### src/rtl/rdma_hdr_insert_if.sv
// AXI-Stream bundle used on both sides of the RDMA header inserter.
// The master drives the beat; the slave drives tready back.
interface rdma_hdr_insert_if #(
  parameter int STREAM_WB = 64
);
  logic [STREAM_WB*8-1:0] tdata;
  logic [STREAM_WB-1:0]   tkeep;
  logic                   tvalid;
  logic                   tlast;
  logic                   tready;

  modport master (output tdata, tkeep, tvalid, tlast, input  tready);
  modport slave  (input  tdata, tkeep, tvalid, tlast, output tready);
endinterface

### src/rtl/rdma_hdr_insert.sv
// Prefixes each payload packet (split every MAX_BEATS beats) with an RDMA header beat
// carrying a running target address, a sequence number and static template bytes.
module rdma_hdr_insert #(
  parameter int STREAM_WB    = 64,
  parameter int RDMA_HDR_LEN = 50,
  parameter int MAX_BEATS    = 64
) (
  input  logic                      clk,
  input  logic                      resetn,
  input  logic [63:0]               CFG_BASE_ADDR,
  input  logic [RDMA_HDR_LEN*8-1:0] CFG_TEMPLATE,
  input  logic                      CFG_START,
  rdma_hdr_insert_if.slave          axis_in,
  rdma_hdr_insert_if.master         axis_out
);

  localparam int          DW        = STREAM_WB * 8;
  localparam logic [15:0] LAST_BEAT = 16'(MAX_BEATS - 1);

  typedef enum logic {S_HDR, S_DATA} state_t;

  state_t              state_q, state_d;
  logic [63:0]         addr_q, pend_addr_q, eff_addr;
  logic [31:0]         seq_q, eff_seq;
  logic [15:0]         beat_q;
  logic                pend_q;
  logic [DW-1:0]       hdr_data;
  logic [STREAM_WB-1:0] hdr_keep;
  logic                hdr_hs, data_hs, out_last;

  function automatic logic [63:0] popcount(input logic [STREAM_WB-1:0] keep);
    popcount = '0;
    for (int i = 0; i < STREAM_WB; i++) popcount = popcount + 64'(keep[i]);
  endfunction

  // A pending restart takes effect on the very first header cycle, so the
  // header is built from the pending values rather than waiting a cycle.
  always_comb begin
    eff_addr = pend_q ? pend_addr_q : addr_q;
    eff_seq  = pend_q ? 32'd0 : seq_q;
    hdr_data = DW'(CFG_TEMPLATE);
    hdr_data[95:0] = {eff_seq, eff_addr};
    for (int i = 0; i < STREAM_WB; i++) hdr_keep[i] = (i < RDMA_HDR_LEN);
  end

  // NOTE: every signal written here gets a default first, so no path leaves
  // a signal unassigned and no latch is inferred.
  always_comb begin
    state_d          = state_q;
    axis_out.tdata   = hdr_data;
    axis_out.tkeep   = hdr_keep;
    axis_out.tvalid  = axis_in.tvalid;
    out_last         = 1'b0;
    axis_in.tready   = 1'b0;
    if (state_q == S_DATA) begin
      axis_out.tdata = axis_in.tdata;
      axis_out.tkeep = axis_in.tkeep;
      out_last       = axis_in.tlast | (beat_q == LAST_BEAT);
      axis_in.tready = axis_out.tready;
    end
    axis_out.tlast = out_last;
    hdr_hs  = (state_q == S_HDR)  && axis_in.tvalid && axis_out.tready;
    data_hs = (state_q == S_DATA) && axis_in.tvalid && axis_out.tready;
    if (hdr_hs)                   state_d = S_DATA;
    else if (data_hs && out_last) state_d = S_HDR;
  end

  // NOTE: asynchronous active-low reset; non-blocking assignments keep every
  // register sampling pre-edge values regardless of statement order.
  always_ff @(posedge clk or negedge resetn) begin
    if (!resetn) state_q <= S_HDR;
    else         state_q <= state_d;
  end

  always_ff @(posedge clk or negedge resetn) begin
    if (!resetn) begin
      addr_q      <= '0;
      seq_q       <= '0;
      beat_q      <= '0;
      pend_q      <= 1'b0;
      pend_addr_q <= '0;
    end else begin
      if (hdr_hs) begin
        addr_q <= eff_addr;
        seq_q  <= eff_seq + 32'd1;
        beat_q <= '0;
      end else if (state_q == S_HDR) begin
        if (CFG_START) begin
          addr_q <= CFG_BASE_ADDR;
          seq_q  <= '0;
        end else if (pend_q) begin
          addr_q <= pend_addr_q;
          seq_q  <= '0;
        end
      end else if (data_hs) begin
        addr_q <= addr_q + popcount(axis_in.tkeep);
        beat_q <= beat_q + 16'd1;
      end

      // A restart that cannot apply immediately is parked until the next header.
      if (CFG_START && (state_q == S_DATA || hdr_hs)) begin
        pend_q      <= 1'b1;
        pend_addr_q <= CFG_BASE_ADDR;
      end else if (state_q == S_HDR) begin
        pend_q      <= 1'b0;
      end
    end
  end

endmodule
### src/flat_wrapper.sv
// flat-port wrapper written by rule: the top's interface ports become plain ports
module rdma_hdr_insert_flat 
#(
  parameter int STREAM_WB    = 64,
  parameter int RDMA_HDR_LEN = 50,
  parameter int MAX_BEATS    = 64
)
  (clk, resetn, CFG_BASE_ADDR, CFG_TEMPLATE, CFG_START, axis_in_tdata, axis_in_tkeep, axis_in_tvalid, axis_in_tlast, axis_in_tready, axis_out_tdata, axis_out_tkeep, axis_out_tvalid, axis_out_tlast, axis_out_tready);
  rdma_hdr_insert_if #(.STREAM_WB(STREAM_WB)) axis_in_i ();
  rdma_hdr_insert_if #(.STREAM_WB(STREAM_WB)) axis_out_i ();
  input  logic clk;
  input  logic resetn;
  input  logic [63:0] CFG_BASE_ADDR;
  input  logic [RDMA_HDR_LEN*8-1:0] CFG_TEMPLATE;
  input  logic CFG_START;
  input wire logic [$bits(axis_in_i.tdata)-1:0] axis_in_tdata;
  input wire logic [$bits(axis_in_i.tkeep)-1:0] axis_in_tkeep;
  input wire logic [$bits(axis_in_i.tvalid)-1:0] axis_in_tvalid;
  input wire logic [$bits(axis_in_i.tlast)-1:0] axis_in_tlast;
  output wire logic [$bits(axis_in_i.tready)-1:0] axis_in_tready;
  output wire logic [$bits(axis_out_i.tdata)-1:0] axis_out_tdata;
  output wire logic [$bits(axis_out_i.tkeep)-1:0] axis_out_tkeep;
  output wire logic [$bits(axis_out_i.tvalid)-1:0] axis_out_tvalid;
  output wire logic [$bits(axis_out_i.tlast)-1:0] axis_out_tlast;
  input wire logic [$bits(axis_out_i.tready)-1:0] axis_out_tready;
  assign axis_in_i.tdata = axis_in_tdata;
  assign axis_in_i.tkeep = axis_in_tkeep;
  assign axis_in_i.tvalid = axis_in_tvalid;
  assign axis_in_i.tlast = axis_in_tlast;
  assign axis_in_tready = axis_in_i.tready;
  assign axis_out_tdata = axis_out_i.tdata;
  assign axis_out_tkeep = axis_out_i.tkeep;
  assign axis_out_tvalid = axis_out_i.tvalid;
  assign axis_out_tlast = axis_out_i.tlast;
  assign axis_out_i.tready = axis_out_tready;
  rdma_hdr_insert #(.STREAM_WB(STREAM_WB), .RDMA_HDR_LEN(RDMA_HDR_LEN), .MAX_BEATS(MAX_BEATS)) u_core (.clk(clk), .resetn(resetn), .CFG_BASE_ADDR(CFG_BASE_ADDR), .CFG_TEMPLATE(CFG_TEMPLATE), .CFG_START(CFG_START), .axis_in(axis_in_i), .axis_out(axis_out_i));
endmodule
### config.mk
export PLATFORM = sky130hd
export DESIGN_NAME = rdma_hdr_insert_flat
export DESIGN_NICKNAME = d
export VERILOG_FILES = /design/src/rtl/rdma_hdr_insert_if.sv /design/src/rtl/rdma_hdr_insert.sv /design/src/flat_wrapper.sv
export SDC_FILE = /design/constraint.sdc
export NUM_CORES = 1
export LEC_CHECK = 0
export ABC_AREA = 1
export CAP_MARGIN = 15
export CORE_AREA = 2 2 626 628
export CTS_CLUSTER_DIAMETER = 60
export DETAILED_ROUTE_END_ITERATION = 12
export DIE_AREA = 0 0 628 630
export GPL_TIMING_DRIVEN = 0
export MAX_ROUTING_LAYER = met4
export PLACE_DENSITY = 0.3
export SLEW_MARGIN = 20
export SYNTH_ARGS = -nofsm -noshare
export SYNTH_HDL_FRONTEND = slang
export SYNTH_SLANG_ARGS = --single-unit
### constraint.sdc
create_clock -name clk -period 11.5 [get_ports clk]
set_input_delay 2.3 -clock clk [delete_from_list [all_inputs] [get_ports clk]]
set_output_delay 2.3 -clock clk [all_outputs]
set_load 0.02 [all_outputs]
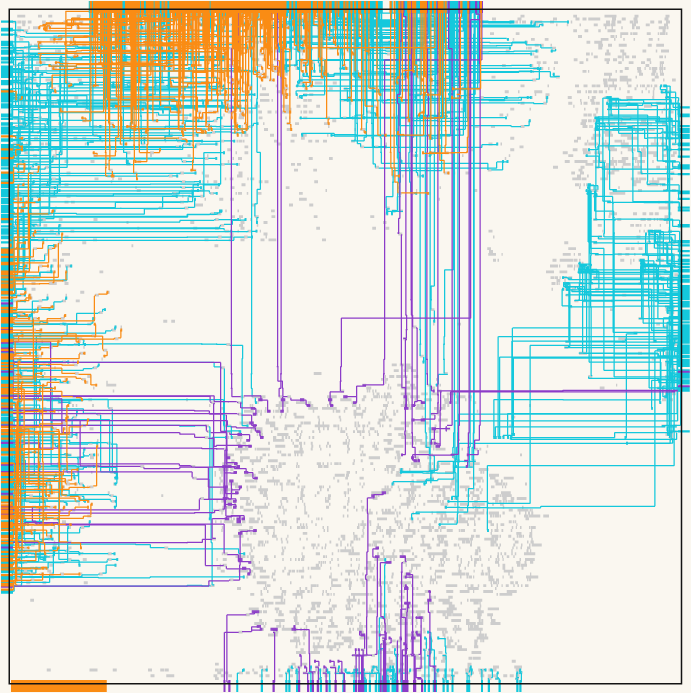
Figure 1: nets reached from selected ports.
legend:
  cyan:
    port: `axis_in_tdata`
    direction: input
    end_cells: 512
    buffers: 512
    wire: 62.9 mm
  orange:
    port: `CFG_TEMPLATE`
    direction: input
    end_cells: 304
    buffers: 304
    wire: 23.6 mm
  purple:
    port: `CFG_BASE_ADDR`
    direction: input
    end_cells: 109
    buffers: 64
    wire: 14000 um
Port Buf Inserts: 1527
io pins: 1625

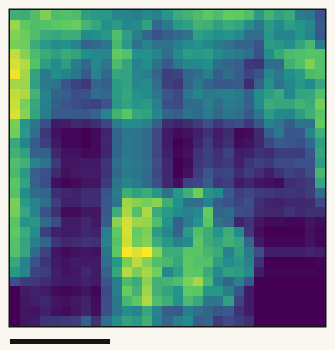
Figure 2: routed metal per tile.
Scale bar: 200 um. 31 x 32 tiles, from dark purple (low) to yellow (high), scaled to the fullest tile. Values are wire area over tile area, all layers added.
nearly empty tiles: 7.7%
emptiest ninth of the die: bottom right
densest ninth of the die: bottom middle
tiles over half the peak: 31%
routed wire length: 381000 um
WL per Instance: 36.0 um
vias post-DR: 31800
Total GRT Usage: 19.1%

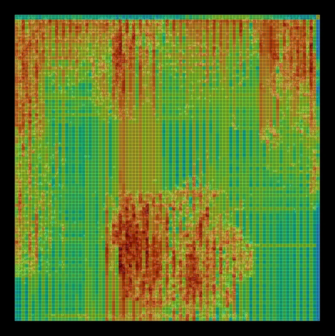
Figure 3: routing congestion.
GRT met2 Usage: 35.9%
final core utilization: 11.3%
met3 Track Usage GR: 5.88%
met1 Use GR: 18.0%
busiest grt layer: met2

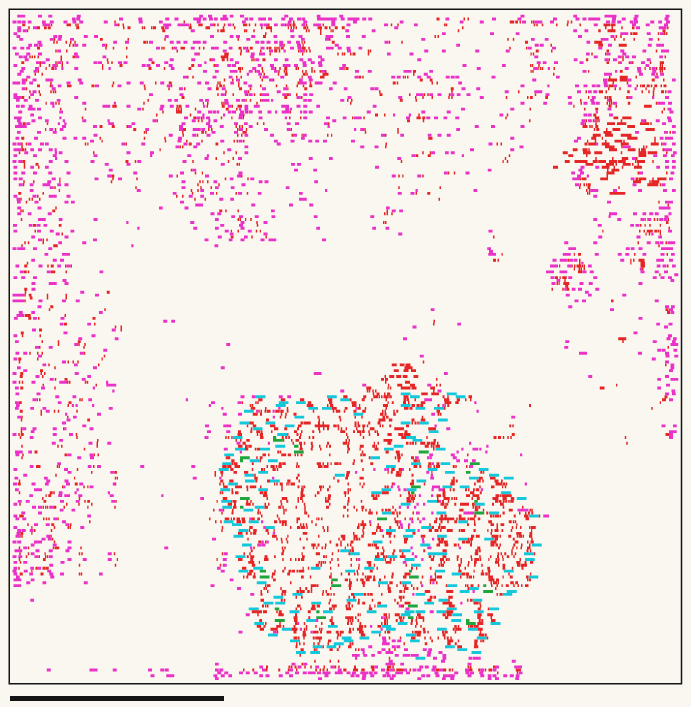
Figure 4: placed cells, one colour a class.
Scale bar: 200 um.
legend:
  green:
    class: clock drivers and dummy loads
    cells: 32
    share_of_their_area: 1.6%
  red:
    class: remaining logic cells
    cells: 3331
    share_of_their_area: 42%
  cyan:
    class: registers
    cells: 178
    share_of_their_area: 12%
  magenta:
    class: remaining buffers and delay cells
    cells: 1724
    share_of_their_area: 44%
core area: 388000 um2
sequential portion of the cell area: 10.2%
fin area: 43700 um2
Cell Rows: 229

==> flow_summary.json <==
{
  "holdWs_ns": 0.487,
  "die_w_um": 628,
  "ff_type": "dfrtp_1",
  "drc": 0,
  "final_nets": 6393,
  "die-area_um2": 396000,
  "startpoint_type": "primary input",
  "buffer_area_share_pct": 37.2,
  "first_pass_iters": 5,
  "syn-instance-count": 3700,
  "dpl-instance-area_um2": 42900,
  "ff_count": 178,
  "combPwrFrac_pct": 85.4,
  "synth.avg_cell_area_um2": 5.66,
  "cts_tree": "done",
  "rsz0062_at_grt": "false",
  "leakagePower_nw": 18.7,
  "regArea_um2": 4450,
  "edf_count": 0,
  "cp-end-kind": "register",
  "synth_seq_share_pct": 21.3,
  "ys_cells": 3700,
  "top_area_share_pct": 32.7,
  "cts-root-buf": "clkbuf_16",
  "final_layout_size_suffix_gt1_share_pct": 4.82,
  "lay_top_cells": "nand2_1 (1822), clkdlybuf4s50_1 (1523), inv_1 (448)",
  "dp_hpwl_um": 354000,
  "vias_per_cell": 3.01,
  "die_y_um": 630,
  "comb_area_share_pct": 31.8,
  "path_common_cell": "fa_1",
  "grt-ovfl-total": 0,
  "top_cells_by_area": "nand2_1 (33%), dfrtp_1 (21%), inv_1 (8.0%), fa_1 (5.3%), o21ai_0 (4.2%)",
  "synth_area_um2": 20900,
  "clk_pin_slew_worst_paths_ns": 0.08,
  "ctsResizeCount": 0,
  "ys_async_sr_fraction_pct": 100,
  "grt_pass1_vias": 32900,
  "diodes": 106,
  "tns_ns": 0,
  "clock_power_share_pct": 5.7,
  "hold_class": "register to register",
  "taps": 5197,
  "post-cts-setup-buffer-count": 0,
  "ys_ff": 178,
  "grt_pass1_wl_um": 454000,
  "largest_area_cell": "nand2_1",
  "clk_share_pct": 1.33,
  "common_cells": "nand2_1 (1822), inv_1 (448), nor2_1 (213)",
  "ant_nets": 0,
  "lay_top_count": "nand2_1",
  "cts_hold_buf": 0,
  "numCtsBuffers": 17,
  "logic_area_um2": 13900,
  "fp_nets": 4841,
  "maxSlewViolCount": 0,
  "p_sw_mw": 7.47,
  "maxCapViolCount": 0,
  "p_int_mw": 3.87,
  "fp_util_pct": 5.39,
  "layout.cells.non_filler": 10600,
  "tightest_slew_ns": 1.25,
  "clock-sinks": 178,
  "maxSlewHeadroom_pct": 16.5,
  "n_fill_cell": 45500,
  "initialDrtViolationCount": 2007,
  "reg_top3": "u_core.addr_q: 64 flops, u_core.pend_addr_q: 64 flops, u_core.seq_q: 32 flops",
  "max_freq_ghz": 0.101,
  "power.density_nw_per_um2": 259,
  "placed_cells": 10400,
  "antenna_found_initial": 208,
  "switching_share_pct": 65.8,
  "cts_buffer_depth": 2,
  "cp_max_fo": 8,
  "min_period_ns": 9.85,
  "status": "complete, no violations",
  "crit_buf_inv": 7,
  "path_class": "primary input to register",
  "cp_slowest_cell": "clkdlybuf4s50_1",
  "h-tree-depth": 4,
  "clk_latency_ns": 0.53,
  "nClkBuffers": 18,
  "grt_max_degree": 67,
  "synthToLayoutAreaGrowth_pct": 109,
  "synth.distinct_cells": 50,
  "ys_area_um2": 20900,
  "n_all_buffers": 1724,
  "synth_warnings": 0,
  "routabilityCongestion": 0.957,
  "slowest_delay_ns": 0.69,
  "finalHoldViolCount": 0,
  "dominant_cells": "buffers",
  "peakVddDrop_mv": 0.472,
  "fin_crit_sh_pct": 85.7,
  "logic_gate_count": 2871,
  "critPathArrivalTime_ns": 10.25,
  "cp.required_ns": 11.90,
  "fin_skew_ns": 0.0215,
  "synth.most_common_cell": "nand2_1",
  "seq_power_share_pct": 9.0,
  "setup_viol": 0,
  "warnings": 122,
  "path_delay_family": "adder cells",
  "inverters": 460
}
[stage by stage]
step                      utilization [%]  setup WS (ns)  total power [mW]
final                                11.3           1.65              11.3
after global routing                 11.3           1.41              12.2
after CTS                            11.2           1.57              11.7
after detailed placement             11.0           1.04              11.0
after global placement               11.0          -1.62              11.1
after floorplan                         -           3.33              5.31
[power by group through the flow]
| stage | Clock (mW) | Sequential, mW | Combinational, mW |
|---|---|---|---|
| finish | 0.645 | 1.02 | 9.68 |
| floorplan | 0 | 0.908 | 4.40 |
| global route | 0.688 | 1.04 | 10.5 |
| detailed placement | 0 | 1.03 | 10.0 |
| global placement | 0 | 1.03 | 10.1 |
| CTS | 0.670 | 1.02 | 10.0 |
[final timing paths]
kind	start	to	slack, ns	cells after the start
worst min-delay path	u_core.seq_q[28]	u_core.seq_q[28]	0.49	2
max in group asynchronous	resetn	u_core.addr_q[40]	8.57	3
worst max-delay path	axis_in_tkeep[56]	u_core.addr_q[42]	1.65	27
worst min register to register	u_core.seq_q[28]	u_core.seq_q[28]	0.49	2
min in group asynchronous	resetn	u_core.seq_q[19]	1.70	1
worst max register to register	u_core.addr_q[0]	u_core.addr_q[42]	3.51	26
[cell families after synthesis]
family / after synthesis / share of synthesized area, %
buffers and inverters: 651 / 12.3
AOI/OAI and AO/OA: 387 / 10.6
and+or+nand+nor: 2313 / 44.4
muxes: 53 / 2.80
DFF: 178 / 21.3
adders and majority gates: 95 / 7.65
xor gates and xnor gates: 23 / 0.962
[routing by layer]
metal | GRT usage, % | share of wire, % | vias to the layer above
met5 | - | 0 | -
met4 | 7.70 | 5.1 | 0
met3 | 5.88 | 7.4 | 308
met2 | 35.9 | 54 | 1416
met1 | 18.0 | 34 | 15400
li1 | - | - | 14700
Power figures rest on the tool's default switching activity, not on a simulated workload.
